==> run_1/placement_by_type.png <==
Drawn at 3 px/um. Fill, decap, tap and diode cells in gray.
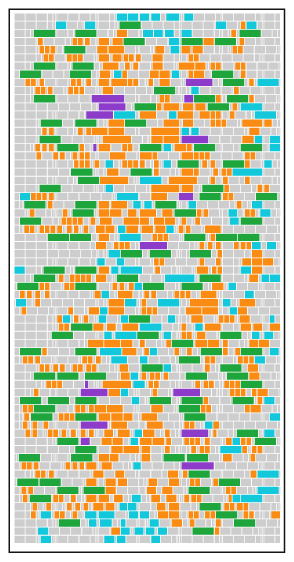
==> run_1/clocks.png <==
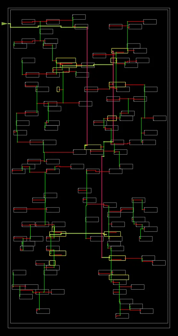
==> run_1/clk_routes.png <==
Drawn at 4 px/um.
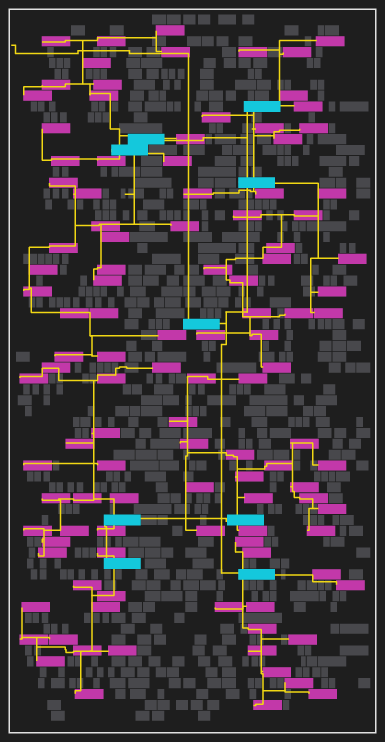
## config.mk

```make
export PLATFORM = sky130hd
export DESIGN_NAME = register_file_16bit_flat
export DESIGN_NICKNAME = d
export VERILOG_FILES = /design/src/rtl/register_file_16bit_pkg.sv /design/src/rtl/register_file_16bit_if.sv /design/src/rtl/register_file_16bit_rdport.sv /design/src/rtl/register_file_16bit.sv /design/src/flat_wrapper.sv
export SDC_FILE = /design/constraint.sdc
export NUM_CORES = 1
export LEC_CHECK = 0
export CAP_MARGIN = 20
export CELL_PAD_IN_SITES_DETAIL_PLACEMENT = 0
export CELL_PAD_IN_SITES_GLOBAL_PLACEMENT = 2
export CORE_ASPECT_RATIO = 2
export CORE_UTILIZATION = 38
export DETAILED_ROUTE_END_ITERATION = 10
export GPL_ROUTABILITY_DRIVEN = 1
export PLACE_DENSITY_LB_ADDON = 0.1
export SYNTH_ARGS = -nofsm -noshare
export SYNTH_HDL_FRONTEND = slang
export SYNTH_SLANG_ARGS = --single-unit
```

## constraint.sdc

```tcl
create_clock -name clk -period 2.6 [get_ports clk]
set_clock_uncertainty 0.2 [all_clocks]
set_input_delay 0.52 -clock clk [delete_from_list [all_inputs] [get_ports clk]]
set_output_delay 0.52 -clock clk [all_outputs]
set_load 0.005 [all_outputs]
```

## src/rtl/register_file_16bit_pkg.sv

```systemverilog
// register_file_16bit_pkg: shared register-file widths and the hardwired-zero register index
package register_file_16bit_pkg;
    localparam int RF_DATA_WIDTH = 16;
    localparam int RF_ADDR_WIDTH = 3;
    localparam int RF_NUM_REGS = 2 ** RF_ADDR_WIDTH;
    localparam logic [RF_ADDR_WIDTH-1:0] RF_REG_ZERO = '0;
endpackage

```

## src/rtl/register_file_16bit_if.sv

```systemverilog
// register_file_16bit_if: read/write port bundle between control/datapath (master) and register file (slave)
interface register_file_16bit_if
    import register_file_16bit_pkg::*;
#(
    parameter int DATA_WIDTH = RF_DATA_WIDTH,
    parameter int ADDR_WIDTH = RF_ADDR_WIDTH
);
    logic [ADDR_WIDTH-1:0] read_reg1;
    logic [ADDR_WIDTH-1:0] read_reg2;
    logic [ADDR_WIDTH-1:0] write_reg;
    logic [DATA_WIDTH-1:0] write_data;
    logic reg_write;
    logic [DATA_WIDTH-1:0] read_data1;
    logic [DATA_WIDTH-1:0] read_data2;
    modport master(
        output read_reg1, read_reg2, write_reg, write_data, reg_write,
        input read_data1, read_data2
    );
    modport slave(
        input read_reg1, read_reg2, write_reg, write_data, reg_write,
        output read_data1, read_data2
    );
endinterface

```

## src/rtl/register_file_16bit_rdport.sv

```systemverilog
// register_file_16bit_rdport: combinational read mux with r0 forced to zero and optional write-through
module register_file_16bit_rdport
    import register_file_16bit_pkg::*;
#(
    parameter int DATA_WIDTH = RF_DATA_WIDTH,
    parameter int ADDR_WIDTH = RF_ADDR_WIDTH,
    parameter int BYPASS = 0
) (
    input  logic [(2**ADDR_WIDTH)*DATA_WIDTH-1:0] i_regs,
    input  logic [ADDR_WIDTH-1:0]                 i_sel,
    input  logic [ADDR_WIDTH-1:0]                 i_wsel,
    input  logic [DATA_WIDTH-1:0]                 i_wdata,
    input  logic                                  i_we,
    output logic [DATA_WIDTH-1:0]                 o_data
);
    logic w_hit;
    assign w_hit = (BYPASS != 0) && i_we && (i_sel == i_wsel) && (i_sel != RF_REG_ZERO);
    assign o_data = w_hit ? i_wdata : i_regs[i_sel*DATA_WIDTH +: DATA_WIDTH];
endmodule

```

## src/rtl/register_file_16bit.sv

```systemverilog
// register_file_16bit: 8 x 16-bit register file, r0 reads as zero, two combinational read ports
module register_file_16bit
    import register_file_16bit_pkg::*;
#(
    parameter int DATA_WIDTH = RF_DATA_WIDTH,
    parameter int ADDR_WIDTH = RF_ADDR_WIDTH,
    parameter int BYPASS = 0
) (
    input logic clk,
    input logic reset,
    register_file_16bit_if.slave bus
);
    localparam int NREGS = 2 ** ADDR_WIDTH;
    logic [NREGS*DATA_WIDTH-1:0] w_flat;
    logic w_we;
    assign w_we = bus.reg_write & ~reset;
    // slot 0 has no storage; the read mux sees a constant zero there
    assign w_flat[DATA_WIDTH-1:0] = '0;
    for (genvar g = 1; g < NREGS; g++) begin : g_reg
        logic [DATA_WIDTH-1:0] r_data;
        logic w_en;
        assign w_en = w_we & (bus.write_reg == ADDR_WIDTH'(g));
        always_ff @(posedge clk) begin
            if (reset) r_data <= '0;
            else if (w_en) r_data <= bus.write_data;
        end
        assign w_flat[g*DATA_WIDTH +: DATA_WIDTH] = r_data;
    end
    register_file_16bit_rdport #(
        .DATA_WIDTH(DATA_WIDTH),
        .ADDR_WIDTH(ADDR_WIDTH),
        .BYPASS(BYPASS)
    ) u_rd1 (
        .i_regs(w_flat),
        .i_sel(bus.read_reg1),
        .i_wsel(bus.write_reg),
        .i_wdata(bus.write_data),
        .i_we(w_we),
        .o_data(bus.read_data1)
    );
    register_file_16bit_rdport #(
        .DATA_WIDTH(DATA_WIDTH),
        .ADDR_WIDTH(ADDR_WIDTH),
        .BYPASS(BYPASS)
    ) u_rd2 (
        .i_regs(w_flat),
        .i_sel(bus.read_reg2),
        .i_wsel(bus.write_reg),
        .i_wdata(bus.write_data),
        .i_we(w_we),
        .o_data(bus.read_data2)
    );
endmodule

```

## src/flat_wrapper.sv

```systemverilog
// flat-port wrapper written by rule: the top's interface ports become plain ports
module register_file_16bit_flat import register_file_16bit_pkg::*;
#(
    parameter int DATA_WIDTH = RF_DATA_WIDTH,
    parameter int ADDR_WIDTH = RF_ADDR_WIDTH,
    parameter int BYPASS = 0
)
  (clk, reset, bus_read_reg1, bus_read_reg2, bus_write_reg, bus_write_data, bus_reg_write, bus_read_data1, bus_read_data2);
  register_file_16bit_if #(.DATA_WIDTH(DATA_WIDTH), .ADDR_WIDTH(ADDR_WIDTH)) bus_i ();
  input logic clk;
  input logic reset;
  input wire logic [$bits(bus_i.read_reg1)-1:0] bus_read_reg1;
  input wire logic [$bits(bus_i.read_reg2)-1:0] bus_read_reg2;
  input wire logic [$bits(bus_i.write_reg)-1:0] bus_write_reg;
  input wire logic [$bits(bus_i.write_data)-1:0] bus_write_data;
  input wire logic [$bits(bus_i.reg_write)-1:0] bus_reg_write;
  output wire logic [$bits(bus_i.read_data1)-1:0] bus_read_data1;
  output wire logic [$bits(bus_i.read_data2)-1:0] bus_read_data2;
  assign bus_i.read_reg1 = bus_read_reg1;
  assign bus_i.read_reg2 = bus_read_reg2;
  assign bus_i.write_reg = bus_write_reg;
  assign bus_i.write_data = bus_write_data;
  assign bus_i.reg_write = bus_reg_write;
  assign bus_read_data1 = bus_i.read_data1;
  assign bus_read_data2 = bus_i.read_data2;
  register_file_16bit #(.DATA_WIDTH(DATA_WIDTH), .ADDR_WIDTH(ADDR_WIDTH), .BYPASS(BYPASS)) u_core (.clk(clk), .reset(reset), .bus(bus_i));
endmodule
```

==> run summary, run 1 <==
The implementation run finished. Area enclosed by the die boundary landed at between 15,000 and 20,000 um2. The worst path in the final design needs a cycle of around 2600 ps, including I/O delays and setup. The largest registers in the layout are u_core.g.r_data (112). Warning count from the yosys run landed at 0. In the Yosys stats the netlist draws on 25 distinct library cells. The flow ran to the end, and the final reports show no timing, DRC or antenna violations.

Global routing usage summed across all routing layers landed at 0.280. Worst reg2reg path depth landed at 2. TritonCTS built the clock tree. Sequential share of the synthesized area landed at 0.370. Once detail routing completed, the nets flagged for antenna violations numbered 0.

Entering global routing, the biggest net connects roughly 65 pins. The first global-routing pass estimated about 36,000 um of wire. The critical path ends at bus_read_data1[10]. In the placement report, post-DP HPWL is listed as between 10,000 and 15,000 um. Leakage power landed at ~0.0028 uW. Actual slew at the worst max-slew pin landed at a little over 700 ps. Die span in x landed at between 90 and 100 um. Via count of the first global-routing pass landed at 6,033.

Net count after synthesis landed at ~750. Minimum setup slack in the final design landed at 8.73 ps. Count of routing violations after the opening detailed-route iteration landed at ~440. In this run, post-CTS repair resized a total of around 95 instances. Cell count after synthesis landed at around 720. The placement stage leaves a total instance area of between 7000 and 8000 um2. The congestion estimate from routability-driven global placement came to about 0.83. Total negative slack for setup checks landed at 0 ps.

The register with the most flip-flops in the final layout is u_core.g.r_data. Largest voltage drop on the vdd net landed at 0.342 mV. Total power normalized to cell area comes to between 500 and 600 nW/um2. The critical path in this run is classified as in2out. Fill cells in the final layout number roughly 1,500. Summed standard-cell area reported by yosys landed at approximately 6000 um2. Synthesized area per cell landed at between 8 and 9 um2. Hold repair after CTS inserted 0 buffers.

Per the cell usage report, the commonest logic cells after layout are sky130_fd_sc_hd__nand3_1 (112), sky130_fd_sc_hd__a21oi_1 (112), sky130_fd_sc_hd__dfxtp_1 (112). The synthesized design contains between 100 and 150 register bits. In this run the tools logged warnings totalling 28. Max-capacitance violation count landed at 0. Setup violations remaining at the end of the flow were counted as 0. The final power report lists total power as slightly below 4000 uW. For this run the aggregate overflow at the end of global routing stands at 0. Vias per cell landed at 6.25.

After detailed routing, the total wire length is about 23,000 um. The required time at the worst endpoint is listed as 1880 ps.
Back to the opening pictures, placement_by_type.png:
| color | class | cells |
|---|---|---|
| green | flops | 112 |
| cyan | other buffers and delay cells | 127 |
| orange | combinational and other logic | 514 |
| purple | clock drivers and dummy loads | 16 |
flip-flop and latch share of the layout cell area: 0.285
placeable core region: 15,700 um2
Util after Layout: 0.501
Layout Cell Area excl Fill: 7860 um2

Back to the opening pictures, clocks.png:
Insertion Delay late pin: 350 ps
number of CTS-inserted buffers: 9
clock buf count: 12
sequential cell count of the final layout: 112
reported clock group power: 1530 uW

Back to the opening pictures, clk_routes.png:
[cyan] clock drivers | count: 9
[yellow] clock wires | length: 1,450 um
[magenta] flip-flops | count: 112
flops lie: all over the die
clock power share: 0.385

==> run 1: routing by layer <==
metal	track usage	share of wire
met1	0.356	0.42
met2	0.472	0.50
met5	0	0
met3	0.0329	0.045
met4	0.123	0.033
==> run 1: layout make-up <==
class / count / area, um2 / share of cell area
well taps: 201 / 251 / 0.0320
clock buffers: 12 / 246 / 0.0314
multi-input cells: 514 / 3720 / 0.473
flip-flops and latches: 112 / 2240 / 0.285
clock inverters: 4 / 77.6 / 0.00987
repair buffers: 127 / 1320 / 0.168
==> run 1: synth_stat cells, drive strengths merged <==
cell    number  share of area
and3b        1         0.0014
nand2        1        0.00062
a21oi      112          0.093
o21ai      112          0.093
dfxtp      112           0.37
buf         45          0.044
nor2b        6         0.0062
nor3b        1         0.0021
clkbuf      46          0.030
nand3      112          0.093
nand3b       1         0.0012
and2         3         0.0031
a221oi      64          0.093
mux2        32          0.060
nand2b       2         0.0021
mux2i       64           0.11
or3b         1         0.0019
or2          1         0.0010
nor2         1        0.00062
==> run 1: power by group <==
part / switching, uW / internal, uW
combinational: 395 / 289
sequential: 19.1 / 1740
clock: 650 / 877
total: 1060 / 2900
==> run 1: cell families (layout without fill, tap and decap cells) <==
kind of cell           Yosys count  count (layout)  synth area share
AND-OR/OR-AND                  288             288             0.278
AND/OR/NAND/NOR                130             130             0.113
flip-flops                     112             112             0.370
multiplexers                    96              96             0.165
buffers and inverters           91             143            0.0740
==> run 1: critical path, stage by stage <==
cell	delay, ps
sky130_fd_sc_hd__buf_4	140
sky130_fd_sc_hd__nor2b_1	120
sky130_fd_sc_hd__buf_4	170
sky130_fd_sc_hd__buf_4	160
sky130_fd_sc_hd__buf_4	150
sky130_fd_sc_hd__a221oi_4	330
sky130_fd_sc_hd__a221oi_2	70
sky130_fd_sc_hd__clkdlybuf4s15_1	220
==> run_1/detail.png <==
Region (33, 78) to (58, 103) um. Cells in gray, sequential cells in the stronger gray; small squares are vias.
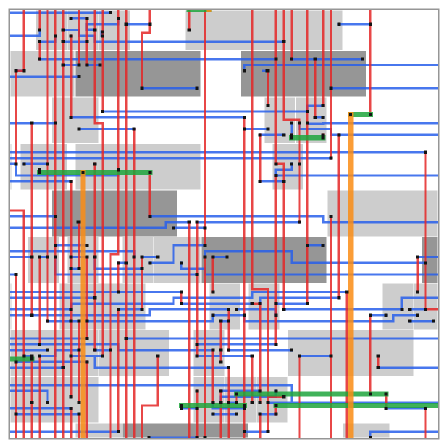

--- run 2 (diff from run 1) ---
CORE_MARGIN = 4   (was default)
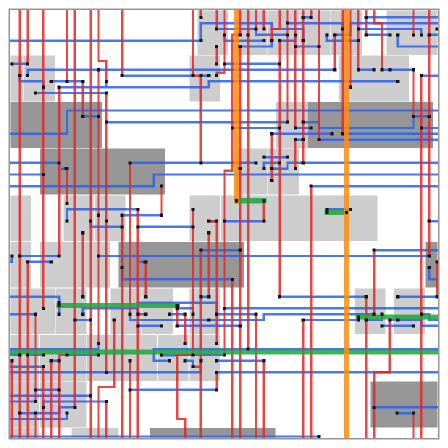
(run_2/detail.png)
Region (36, 81) to (61, 106) um. Cells in gray, sequential cells in the stronger gray; small squares are vias.
| color | layer |
|---|---|
| red | metal 2 |
| green | metal 3 |
| blue | metal 1 |
| orange | metal 4 |
cells with their middle in the window: 35
most frequent: nand3_1 (7), a21oi_1 (7), o21ai_0 (6)
sequential cells in the window: 5
netlist names of flops here include: u_core.g_reg.r_data (5)

==> run 2 against run 1 <==
  * Sequential power about the same
  * Critical path depth down 2
  * Die area up 10%
  * Power up 4.4%
  * Design area down 1.8%
  * Flip-flop count unchanged
==> run summary, run 2 <==
The implementation run finished. TritonCTS built the clock tree. First-pass GRT wire length landed at between 30,000 and 40,000 um. Insertion delay to the later sink of the worst-skew pair landed at ~350 ps.

Once iteration 0 of detailed routing completed, the report listed approximately 390 DRC markers. Yosys reports that the most numerous cell types are sky130_fd_sc_hd__a21oi_1 (112), sky130_fd_sc_hd__dfxtp_1 (112), sky130_fd_sc_hd__nand3_1 (112), sky130_fd_sc_hd__o21ai_0 (91). The placement summary gives the final routability congestion estimate as between 0.8 and 0.9. Actual slew at the worst max-slew pin landed at about 720 ps.

The main area contributors are sky130_fd_sc_hd__dfxtp_1 (37%), sky130_fd_sc_hd__mux2i_1 (11%), sky130_fd_sc_hd__a21oi_1 (9.3%). Post-detailed-route count of antenna-violating nets landed at 0. Once placement finished, the instance area stood at 7010 um2. Largest net degree at the start of global routing landed at approximately 65. Post-synthesis, Yosys gives the total cell area as slightly above 6000 um2.

OpenROAD warning count landed at 28. Per the cell usage report, the commonest logic cells after layout are sky130_fd_sc_hd__nand3_1 (112), sky130_fd_sc_hd__a21oi_1 (112), sky130_fd_sc_hd__dfxtp_1 (112). The run finished with clean final reports. Die span in x landed at around 97 um. Total overflow reported by the global router landed at 0. The cell sequence reported for the critical path is buf_6 > buf_12 > mux2_2 > a221oi_2 > a221oi_1 > dlygate4sd2_1. Max-cap violations in this run came to 0. Sequential share of the synthesized area landed at 0.370. Area taken by multi-input logic gates landed at roughly 3700 um2. Area taken by flip-flops and latches landed at between 2000 and 2500 um2. After layout, the minimum clock period comes to 2580 ps. Global routing usage summed across all routing layers landed at 0.255.

Vias per cell landed at between 6 and 7. Required time at the worst-slack endpoint landed at about 1900 ps. The worst VDD IR drop from the latest analysis is between 0.2 and 0.3 mV.

TritonCTS buffer count landed at 9. The overall die size recorded for this design is between 15,000 and 20,000 um2. Aggregate routed wire length landed at around 24,000 um. Looking at the critical path, the single cell with the biggest stage delay is sky130_fd_sc_hd__mux2_2. The analysis attributes to cell leakage a power of 0.00276 uW. The net count after synthesis is between 700 and 800.

For reference, the post-synthesis area per instance comes to about 8.4 um2. Cell count after synthesis landed at ~720. Counting flops per register, the top entry is u_core.g.r_data. In the post-route analysis, the smallest setup slack over all paths is roughly 16 ps. Area share of the leading cell type in the synthesized netlist landed at 0.370.

The commonest register cell is sky130_fd_sc_hd__dfxtp_1. Total negative slack for setup checks landed at 0 ps. Placeable core area landed at about 16,000 um2. The critical path is of the in2out type. In the final report, the number of endpoints failing setup comes to 0.
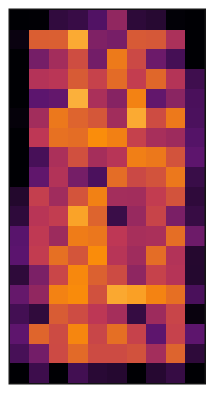
(run_2/cell_density.png)
Drawn at 2 px/um. 10 x 19 tiles, from black (low) to pale yellow (high), 0 to 100% covered.
fullest tile: 83%
mean over tiles: 41%
tiles over 75% full: 4.2%
nearly empty tiles: 8.9%
Util after Layout: 0.492
floorplan-stage core utilization: 0.386

## run 2: cell counts after synthesis
No cell type changed its count.
## run 2: path summary, 6_finish.rpt
kind / startpoint / endpoint / slack (ps) / cells past startpoint
setup / recovery: bus_read_reg1[0] / bus_read_data1[11] / 20 / 6
hold / removal: u_core.g_reg[7].r_data[11] / u_core.g_reg[7].r_data[11] / 300 / 2
setup reg to reg: u_core.g_reg[4].r_data[2] / u_core.g_reg[4].r_data[2] / 1650 / 2
hold reg to reg: u_core.g_reg[7].r_data[11] / u_core.g_reg[7].r_data[11] / 300 / 2
## run 2: kinds of logic (layout without fill, tap and decap cells)
family,count (synthesis),in the layout,synth area share
and+or+nand+nor,130,130,0.113
muxes,96,96,0.165
DFF,112,112,0.370
buffers and inverters,91,128,0.0740
AOI/OAI and AO/OA,288,288,0.278
## run 2: layout make-up
type                    count  share of cell area
clock inverters             5              0.0165
flip-flops and latches    112               0.291
clock buffers              11              0.0315
multi-input cells         514               0.477
well taps                 201              0.0326
repair buffers            112               0.152
## run 2: power by group
group	internal [uW]	switching, uW	leakage [uW]
registers	1740	18.4	0.000904
logic	266	396	0.00168
clock network	1070	656	0.000176
## run 2: critical path, delay by kind of cell
family | cells | cell delay, ps
multiplexers | 1 | 340
buffers and inverters | 3 | 570
AND-OR/OR-AND | 2 | 440
## run 2: repair_timing
item                                    4_1_cts  5_1_grt
endpoints found under the setup margin       32       23
resized                                      91       19
buffers inserted                              2        0
cloned                                        1        0
endpoints found under the hold margin         0        0
pin swaps                                     3        4
## run 2: layer usage
metal  GRT usage  part of all wire
met1       0.318              0.41
met2       0.431              0.51
met3      0.0314             0.042
met4       0.124             0.043
met5           0                 0
==> run_2/placement_by_type.png <==
Drawn at 3 px/um. Fill, decap, tap and diode cells in gray.
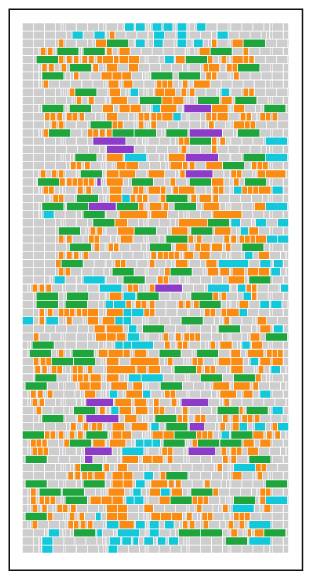

--- run 3 (diff from run 2) ---
TNS_END_PERCENT = 50   (was default)
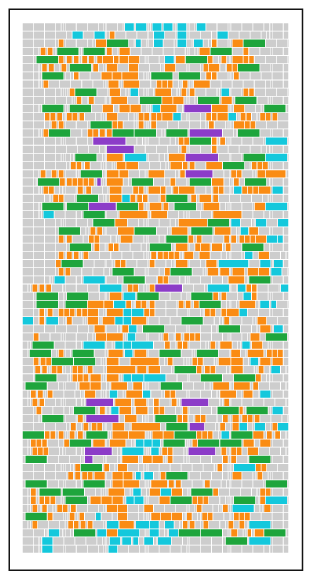
(run_3/placement_by_type.png)
Drawn at 3 px/um. Fill, decap, tap and diode cells in gray.
| color | class | cells |
|---|---|---|
| orange | combinational and other logic | 514 |
| green | flops | 112 |
| purple | clock drivers and dummy loads | 16 |
| cyan | other buffers and delay cells | 115 |
Layout Cell Area excl Fill: 7810 um2
flip-flop and latch share of the layout cell area: 0.287
Util after Layout: 0.497

==> run 3 against run 2 <==
  * Critical endpoint is now bus_read_data1[9]
  * Maximum frequency fell by 1.7%
  * Critical path type unchanged
  * Clock-buffer cell count did not move
  * Critical path depth did not move
  * Cell count rose by 0.31%
  * The run now ends with negative setup slack left
  * Die area did not move
==> run summary, run 3 <==
The implementation run finished. The run finished, with violations left. The checks that failed: negative setup slack. Summed standard-cell area reported by yosys landed at 6060 um2. Total global-route track usage over all layers is 0.255. Combinational power share landed at 0.163. For the pin with the worst max-slew slack, the measured transition is between 700 and 800 ps. The synthesized design spends more area on one cell type than any other, namely sky130_fd_sc_hd__dfxtp_1. Portion of total power attributed to sequential cells landed at 0.422. The floorplan step defined a core boundary enclosing roughly 16,000 um2. The most critical setup path has its endpoint at bus_read_data1[9]. Aggregate routed wire length landed at approximately 24,000 um. The via count of the first global-routing pass was slightly above 6,000.

Entering global routing, the biggest net connects 65 pins. Required time at the worst-slack endpoint landed at 1880 ps. Averaged over all synthesized cells, the footprint is around 8.4 um2. The leakage component of the power was reported as about 0.0028 uW. Insertion delay to the later sink of the worst-skew pair landed at 360 ps. Setup slack on the worst flop-to-flop path landed at around 1600 ps. Per the TritonCTS log, the buffer count is 9.

The capture point of the worst register-to-register path is recorded as u_core.g_reg[4].r_data[4]. After layout, the worst setup slack is -29.3 ps. After floorplanning, the die was sized to cover around 18,000 um2. Net count after synthesis landed at around 750.

Net switching power figure landed at 1080 uW. The report gives the cell count of the worst hold path as 2. Per the synth stats, the flop cell with the highest instance count is sky130_fd_sc_hd__dfxtp_1. For this run, the slowest stage of the critical path takes between 400 and 500 ps. Of the synthesized area, sequential elements account for 0.370. Post-placement cell area landed at ~7000 um2. Total overflow reported by the global router landed at 0. Total setup violations reported at the end of the flow landed at 1.

Summing all multi-input logic gate instances after layout gives 3740 um2. The critical path is of the in2out type. TritonCTS built the clock tree. OpenROAD warning count landed at 28. Gates resized during post-CTS repair numbered 79. In this run the critical register-to-register path is launched from u_core.g_reg[4].r_data[4]. Warning count from the yosys run landed at 0.

In the final layout, the fill cell count is about 1,500. Power per standard cell area landed at between 500 and 600 nW/um2. The number of different library cells used by synthesis comes to 25. For reference, the top cells by area after synthesis are sky130_fd_sc_hd__dfxtp_1 (37%), sky130_fd_sc_hd__mux2i_1 (11%), sky130_fd_sc_hd__a21oi_1 (9.3%).

The timing report shows that the slowest cell on the worst path is sky130_fd_sc_hd__a221oi_1. By count the netlist is led by sky130_fd_sc_hd__a21oi_1 (112), sky130_fd_sc_hd__dfxtp_1 (112), sky130_fd_sc_hd__nand3_1 (112), sky130_fd_sc_hd__o21ai_0 (91). Synthesis produced approximately 720 cells.
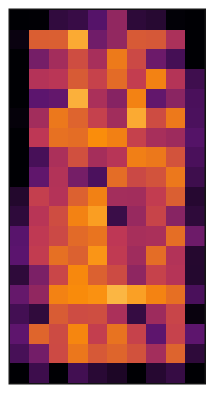
(run_3/cell_density.png)
Drawn at 2 px/um. 10 x 19 tiles, from black (low) to pale yellow (high), 0 to 100% covered.
tiles over 75% full: 4.7%
nearly empty tiles: 8.9%
fullest tile: 84%
mean over tiles: 42%

[run 3: cell count changes in the layout (fill, tap and decap cells not counted), sizes merged]
| cell | change |
|---|---|
| dlymetal6s2s | +2 |
| clkbuf | +3 |
| clkdlybuf4s15 | +1 |
| buf | +2 |
| dlygate4sd2 | -5 |
[run 3: power groups by stage]
stage | combinational [uW] | sequential, uW | clock (uW)
final | 677 | 1750 | 1720
after global routing | 710 | 1760 | 1820
after CTS | 641 | 1750 | 1760
after detailed placement | 627 | 1790 | 0
after global placement | 621 | 1790 | 0
after floorplan | 301 | 1790 | 0
[run 3: cell families after synthesis]
group                  share of synthesized area
and+or+nand+nor                            0.113
buffers and inverters                     0.0740
AOI/OAI and AO/OA                          0.278
muxes                                      0.165
DFF                                        0.370
[run 3: cell type report]
cell class | instances | area share
Tap cell | 201 | 0.0322
Clock inverter | 5 | 0.0163
Timing Repair Buffer | 115 | 0.154
Sequential cell | 112 | 0.287
Multi-Input combinational cell | 514 | 0.479
Clock buffer | 11 | 0.0311
[run 3: per-layer routing]
| layer | wire length [um] | vias to the layer above | GRT usage |
|---|---|---|---|
| met5 | 0 | - | 0 |
| met4 | 941 | 0 | 0.121 |
| met2 | 12200 | 201 | 0.434 |
| li1 | - | 2798 | - |
| met3 | 905 | 59 | 0.0307 |
| met1 | 9720 | 3065 | 0.318 |
[run 3: per-stage QoR]
| step | utilization | setup WS [ps] |
|---|---|---|
| 2_1_floorplan | - | 408 |
| 3_3_place_gp | 0.446 | -1020 |
| 3_5_place_dp | 0.446 | -1020 |
| 4_1_cts | 0.484 | -279 |
| 5_1_grt | 0.497 | -44.1 |
| 6_report | 0.497 | -29.3 |
[run 3: critical path, delay by kind of cell]
kind,cells,cell delay (ps)
multiplexers,1,330
AND-OR/OR-AND,2,490
buffers and inverters,3,560
No activity file was given, so power comes from the tool's default toggle rates.
